===== config.mk =====
export PLATFORM = sky130hd
export DESIGN_NAME = serial_deser_fifo_flat
export DESIGN_NICKNAME = d
export VERILOG_FILES = /design/src/rtl/serial_queue_pkg.sv /design/src/rtl/serial_deser_fifo_if.sv /design/src/rtl/rise_detect.sv /design/src/rtl/serial_deser_fifo.sv /design/src/flat_wrapper.sv
export SDC_FILE = /design/constraint.sdc
export NUM_CORES = 1
export LEC_CHECK = 0
export CORE_AREA = 2 2 105 107
export DETAILED_ROUTE_END_ITERATION = 6
export DIE_AREA = 0 0 107 109
export MAX_ROUTING_LAYER = met4
export SETUP_SLACK_MARGIN = 0.4
export SLEW_MARGIN = 30
export SYNTH_ARGS = -nofsm -noshare
export SYNTH_HDL_FRONTEND = slang
export SYNTH_SLANG_ARGS = --single-unit

===== constraint.sdc =====
create_clock -name clock_1MHz -period 2.7 [get_ports clock_1MHz]
set_clock_uncertainty 0.05 [all_clocks]
set_input_delay 0.54 -clock clock_1MHz [delete_from_list [all_inputs] [get_ports clock_1MHz]]
set_output_delay 0.54 -clock clock_1MHz [all_outputs]
set_load 0.005 [all_outputs]

===== src/rtl/serial_queue_pkg.sv =====
// Shared types, defaults and helpers for the serial deserializer FIFO.
package serial_queue_pkg;

   localparam int DEFAULT_WIDTH = 8;
   localparam int DEFAULT_DEPTH = 8;

   // Which end of the word the first serial bit lands in.
   typedef enum logic {
      LSB_FIRST   = 1'b0,
      MSB_FIRST_E = 1'b1
   } bit_order_e;

   // Pointer width including the wrap bit used to tell full from empty.
   function automatic int ptr_width(input int depth);
      return $clog2(depth) + 1;
   endfunction

endpackage


===== src/rtl/serial_deser_fifo_if.sv =====
// Serial input / FIFO status bundle for serial_deser_fifo.
// SERIAL_PARITY_EN adds the parity_err_out line.
interface serial_deser_fifo_if
   import serial_queue_pkg::*;
#(
   parameter int WIDTH = DEFAULT_WIDTH,
   parameter int DEPTH = DEFAULT_DEPTH
);
   localparam int CW = ptr_width(DEPTH);

   logic             data_in;
   logic             write_in;
   logic             dequeue_in;
   logic             status_out;
   logic [WIDTH-1:0] data_out;
   logic [CW-1:0]    count_out;
   logic             empty_out;
   logic             overflow_out;

`ifdef SERIAL_PARITY_EN
   logic             parity_err_out;

   modport master (
      output data_in, write_in, dequeue_in,
      input  status_out, data_out, count_out, empty_out, overflow_out, parity_err_out
   );

   modport slave (
      input  data_in, write_in, dequeue_in,
      output status_out, data_out, count_out, empty_out, overflow_out, parity_err_out
   );
`else
   modport master (
      output data_in, write_in, dequeue_in,
      input  status_out, data_out, count_out, empty_out, overflow_out
   );

   modport slave (
      input  data_in, write_in, dequeue_in,
      output status_out, data_out, count_out, empty_out, overflow_out
   );
`endif

endinterface


===== src/rtl/rise_detect.sv =====
// Registers a level strobe once, keeps the previous sample and flags
// the single cycle where the registered level first goes high.
module rise_detect (
   input  logic clk,
   input  logic rst,
   input  logic strobe,
   output logic rise
);
   logic q_reg;
   logic prev_reg;

   // Two-stage sample of the strobe: current and previous registered level.
   always_ff @(posedge clk or posedge rst) begin
      if (rst) begin
         q_reg    <= 1'b0;
         prev_reg <= 1'b0;
      end else begin
         q_reg    <= strobe;
         prev_reg <= q_reg;
      end
   end

   assign rise = q_reg & ~prev_reg;

endmodule


===== src/rtl/serial_deser_fifo.sv =====
// Bit-serial deserializer feeding a first-word-fall-through FIFO.
// Optional feature macro: SERIAL_PARITY_EN (trailing even-parity bit per word,
// bad words dropped with a one-cycle parity_err_out pulse).
module serial_deser_fifo
   import serial_queue_pkg::*;
#(
   parameter int WIDTH     = DEFAULT_WIDTH,
   parameter int DEPTH     = DEFAULT_DEPTH,
   parameter bit MSB_FIRST = 1'b1
) (
   input logic                clock_1MHz,
   input logic                rst,
   serial_deser_fifo_if.slave bus
);
   localparam int PW = ptr_width(DEPTH);
   localparam int AW = PW - 1;
`ifdef SERIAL_PARITY_EN
   localparam int FRAME_BITS = WIDTH + 1;
`else
   localparam int FRAME_BITS = WIDTH;
`endif
   localparam int              BW       = $clog2(FRAME_BITS);
   localparam logic [BW-1:0]   LAST_BIT = BW'(FRAME_BITS - 1);
   localparam bit_order_e      ORDER    = bit_order_e'(MSB_FIRST);

   logic [1:0]       strobe;
   logic [1:0]       rise;
   logic             w_rise;
   logic             q_rise;
   logic             d_q_reg;

   logic [BW-1:0]    bit_cnt_reg;
   logic [WIDTH-1:0] shift_reg;
   logic [WIDTH-1:0] shift_next;
   logic [WIDTH-1:0] push_word;
   logic             data_bit;
   logic             frame_done;
   logic             push;

   logic [PW-1:0]    wr_ptr_reg;
   logic [PW-1:0]    rd_ptr_reg;
   logic [PW-1:0]    count;
   logic             full;
   logic             empty;
   logic             pop;
   logic             wr_en;
   logic             overflow_reg;
   logic [WIDTH-1:0] mem [DEPTH];

   // Edge detection for both strobes: index 0 = write_in, index 1 = dequeue_in.
   assign strobe = {bus.dequeue_in, bus.write_in};

   generate
      for (genvar gi = 0; gi < 2; gi++) begin : g_edge
         rise_detect u_rise (
            .clk    (clock_1MHz),
            .rst    (rst),
            .strobe (strobe[gi]),
            .rise   (rise[gi])
         );
      end
   endgenerate

   assign w_rise = rise[0];
   assign q_rise = rise[1];

   // Data bit is registered once so it lines up with the registered write strobe.
   always_ff @(posedge clock_1MHz or posedge rst) begin
      if (rst) begin
         d_q_reg <= 1'b0;
      end else begin
         d_q_reg <= bus.data_in;
      end
   end

   // Shift direction is fixed at elaboration by the bit order.
   generate
      if (ORDER == MSB_FIRST_E) begin : g_msb
         assign shift_next = {shift_reg[WIDTH-2:0], d_q_reg};
      end else begin : g_lsb
         assign shift_next = {d_q_reg, shift_reg[WIDTH-1:1]};
      end
   endgenerate

   assign frame_done = w_rise & (bit_cnt_reg == LAST_BIT);

`ifdef SERIAL_PARITY_EN
   logic parity_ok;
   logic parity_err_reg;

   // The last frame bit is parity: data is already complete in shift_reg.
   assign data_bit  = (bit_cnt_reg != LAST_BIT);
   assign parity_ok = ~(^shift_reg ^ d_q_reg);
   assign push_word = shift_reg;
   assign push      = frame_done & parity_ok;

   // One-cycle flag for a completed frame whose parity did not check out.
   always_ff @(posedge clock_1MHz or posedge rst) begin
      if (rst) begin
         parity_err_reg <= 1'b0;
      end else begin
         parity_err_reg <= frame_done & ~parity_ok;
      end
   end

   assign bus.parity_err_out = parity_err_reg;
`else
   // Every frame bit is data; the final bit completes the word on the fly.
   assign data_bit  = 1'b1;
   assign push_word = shift_next;
   assign push      = frame_done;
`endif

   // Bit counter and shift register advance once per write rise.
   always_ff @(posedge clock_1MHz or posedge rst) begin
      if (rst) begin
         bit_cnt_reg <= '0;
         shift_reg   <= '0;
      end else if (w_rise) begin
         bit_cnt_reg <= (bit_cnt_reg == LAST_BIT) ? '0 : bit_cnt_reg + BW'(1);
         if (data_bit) begin
            shift_reg <= shift_next;
         end
      end
   end

   // Wrap-bit pointer comparison distinguishes full from empty.
   assign empty = (wr_ptr_reg == rd_ptr_reg);
   assign full  = (wr_ptr_reg[AW] != rd_ptr_reg[AW]) &&
                  (wr_ptr_reg[AW-1:0] == rd_ptr_reg[AW-1:0]);
   assign count = wr_ptr_reg - rd_ptr_reg;

   // A same-cycle pop frees the slot, so a push into a full FIFO is legal then.
   assign pop   = q_rise & ~empty;
   assign wr_en = push & (~full | pop);

   // Pointer update and sticky overflow on a dropped word.
   always_ff @(posedge clock_1MHz or posedge rst) begin
      if (rst) begin
         wr_ptr_reg   <= '0;
         rd_ptr_reg   <= '0;
         overflow_reg <= 1'b0;
      end else begin
         if (wr_en) begin
            wr_ptr_reg <= wr_ptr_reg + PW'(1);
         end
         if (pop) begin
            rd_ptr_reg <= rd_ptr_reg + PW'(1);
         end
         if (push && full && !pop) begin
            overflow_reg <= 1'b1;
         end
      end
   end

   // Storage write; contents need no reset because empty gates the output.
   always_ff @(posedge clock_1MHz) begin
      if (wr_en) begin
         mem[wr_ptr_reg[AW-1:0]] <= push_word;
      end
   end

   assign bus.status_out   = ~full;
   assign bus.data_out     = empty ? '0 : mem[rd_ptr_reg[AW-1:0]];
   assign bus.count_out    = count;
   assign bus.empty_out    = empty;
   assign bus.overflow_out = overflow_reg;

endmodule


===== src/flat_wrapper.sv =====
// flat-port wrapper written by rule: the top's interface ports become plain ports
module serial_deser_fifo_flat import serial_queue_pkg::*;
#(
   parameter int WIDTH     = DEFAULT_WIDTH,
   parameter int DEPTH     = DEFAULT_DEPTH,
   parameter bit MSB_FIRST = 1'b1
)
  (clock_1MHz, rst, bus_data_in, bus_write_in, bus_dequeue_in, bus_status_out, bus_data_out, bus_count_out, bus_empty_out, bus_overflow_out);
  serial_deser_fifo_if #(.WIDTH(WIDTH), .DEPTH(DEPTH)) bus_i ();
  input logic clock_1MHz;
  input logic rst;
  input wire logic [$bits(bus_i.data_in)-1:0] bus_data_in;
  input wire logic [$bits(bus_i.write_in)-1:0] bus_write_in;
  input wire logic [$bits(bus_i.dequeue_in)-1:0] bus_dequeue_in;
  output wire logic [$bits(bus_i.status_out)-1:0] bus_status_out;
  output wire logic [$bits(bus_i.data_out)-1:0] bus_data_out;
  output wire logic [$bits(bus_i.count_out)-1:0] bus_count_out;
  output wire logic [$bits(bus_i.empty_out)-1:0] bus_empty_out;
  output wire logic [$bits(bus_i.overflow_out)-1:0] bus_overflow_out;
  assign bus_i.data_in = bus_data_in;
  assign bus_i.write_in = bus_write_in;
  assign bus_i.dequeue_in = bus_dequeue_in;
  assign bus_status_out = bus_i.status_out;
  assign bus_data_out = bus_i.data_out;
  assign bus_count_out = bus_i.count_out;
  assign bus_empty_out = bus_i.empty_out;
  assign bus_overflow_out = bus_i.overflow_out;
  serial_deser_fifo #(.WIDTH(WIDTH), .DEPTH(DEPTH), .MSB_FIRST(MSB_FIRST)) u_core (.clock_1MHz(clock_1MHz), .rst(rst), .bus(bus_i));
endmodule

==> flow_summary.toml <==
# implementation run metrics
[worst_setup_path]
crit_chain = "buf_6, inv_4, ha_4, and3_4, nand2_8, buf_8, nand2_4, a221oi_4, buf_2"
reg2reg_depth = 7
slowest_delay_ns = 0.42
cp_data_required_time_ns = 2.11
cp_slowest_cell = "dfrtp_2"
crit_cells = 9
crit_type = "reg2out"
reg2reg_from = "u_core.rd_ptr_reg[1]$_DFFE_PP0P_"
cp_max_fo = 5

[die]
core_util_floorplan_pct = 34.1
die-area_mm2 = 0.0117

[place]
place_congestion = 0.725
hpwl_mm = 4.10
port-buffer-count = 19

[pwr]
pwr_density_cell_mw_per_mm2 = 1090
power_leader = "combinational logic"
seq_power_share_pct = 35.2
switching_share_pct = 31.3

[timing]
fin_crit_ns = 2.52
max-slew-margin-rel_pct = 56.9
tightest_slew_ns = 0.642
setup_tns_ns = 0
fmax_mhz = 397
period_used_pct = 93.3
whs_ns = 0.323
fin_ws_ns = 0.181
finalSetupViolations = 0

[clocking]
cts.clk_slew.worst_paths_ns = 0.09
cts_tree = "built"
post_cts_resized = 75
htree_levels = 3
clockBufferDepth = 2
cts-root-buf = "clkbuf_8"

[synth]
yosysMostFrequentCell = "edfxtp_1"
postSynthCellCount = 225
synth.cell_area_mm2 = 0.00362
ys_area_mm2 = 0.00362
ys_seq_share_pct = 69.7
yosysUniqueCellTypes = 35
synth_top_area_share_pct = 53.1
yosysWarningCount = 0
fp_nets = 238
common_cells = "edfxtp_1, mux2i_1, dfrtp_1"
edf_count = 64
yosys_cells = 225
synth-async-reset-ratio_pct = 27.3

[worst_hold_path]
hold_depth = 0
hold_path.class = "reg2reg"
hold_end = "u_core.g_edge[1].u_rise.prev_reg$_DFF_PP0_"

[routing]
ant_nets = 0
viasPerCell = 4.63
first_iter_violations = 115

[grt]
grtUsageTotal_pct = 12.6
grt_max_degree = 18
antenna_found_initial = 0
busiest_layer = "met2"

[finish]
layout.cells.most_common = "edfxtp_1"
synthToLayoutAreaGrowth_pct = 30.4
layout-drive-gt1-share_pct = 39.0
lay_top_cells = "edfxtp_1, mux2i_1, dfrtp_1"

[outcome]
status = "completed"
-- cell families (layout without fill, tap and decap cells) --
family                     after synthesis  after routing  synth area share (%)
DFF                                     88             88                  69.7
adders and majority gates                8              8                  2.97
AOI/OAI and AO/OA                       22             22                  4.94
muxes                                   42             42                  12.1
and+or+nand+nor                         39             39                  5.63
buffers and inverters                   17             74                  2.32
xor gates and xnor gates                 9              9                  2.39
-- cell type report --
type	count	area (um^2)	area share, %
inverters	7	28.8	0.610
clock inverters	7	144	3.05
clock buffers	9	124	2.62
repair buffers	51	478	10.1
multi-input cells	120	1250	26.4
flip-flops and latches	88	2520	53.5
well taps	140	175	3.71
-- routing by layer --
layer	part of all wire (%)	vias up
met5	0	-
met3	2.0	2
met4	0.93	0
met2	50	28
met1	47	974
li1	-	951
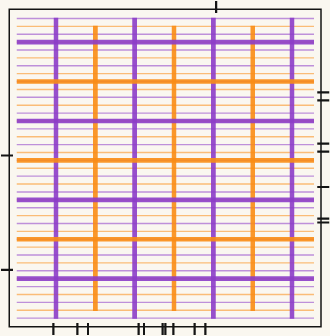
Figure 1: supply network.
Pins as bars on the die edge.
color	net
purple	VSS
orange	VDD
met1 rails	39
rows	38
Core Area: 0.0106 mm^2
peak supply drop: 0.643 mV
Die Span X: 107 um
Die H: 109 um

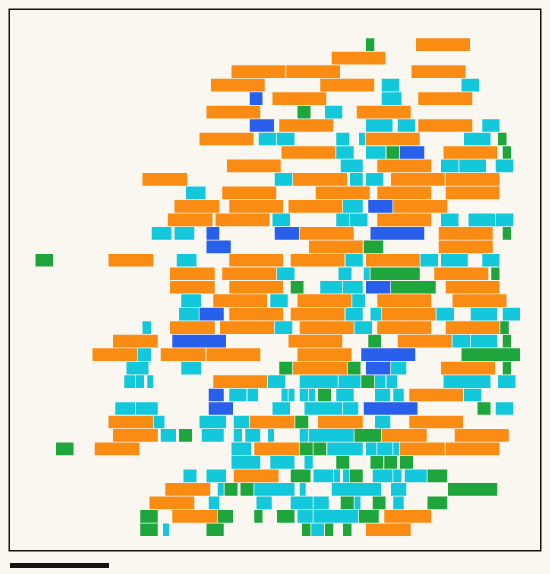
Figure 2: cell classes on the final placement.
Bar = 20 um.
color	class	cells	share of their area
orange	flops	88	56%
green	other buffers and delay cells	51	11%
cyan	all other logic	127	28%
blue	clock drivers and dummy loads	16	5.9%
fin util: 44.5%
Seq area share: 53.5%
Rows: 38
design area: 0.00472 mm^2

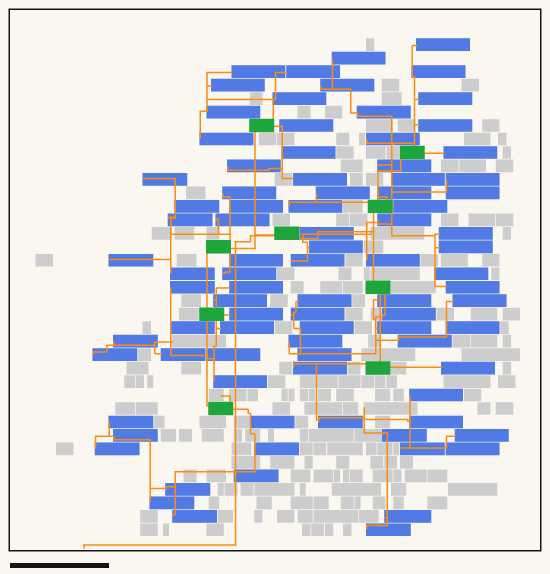
Figure 3: clock distribution.
Bar = 20 um.
[orange] clock wires | length: 953 um
[blue] flip-flops | count: 88
[green] cells driving clock nets | count: 9
routed clock nets	10
clock latency on the worst-skew pair: 0.34 ns
clock share of power: 22.5%
Clk power: 1.16 mW

Power is estimated from default activity; no workload was simulated.
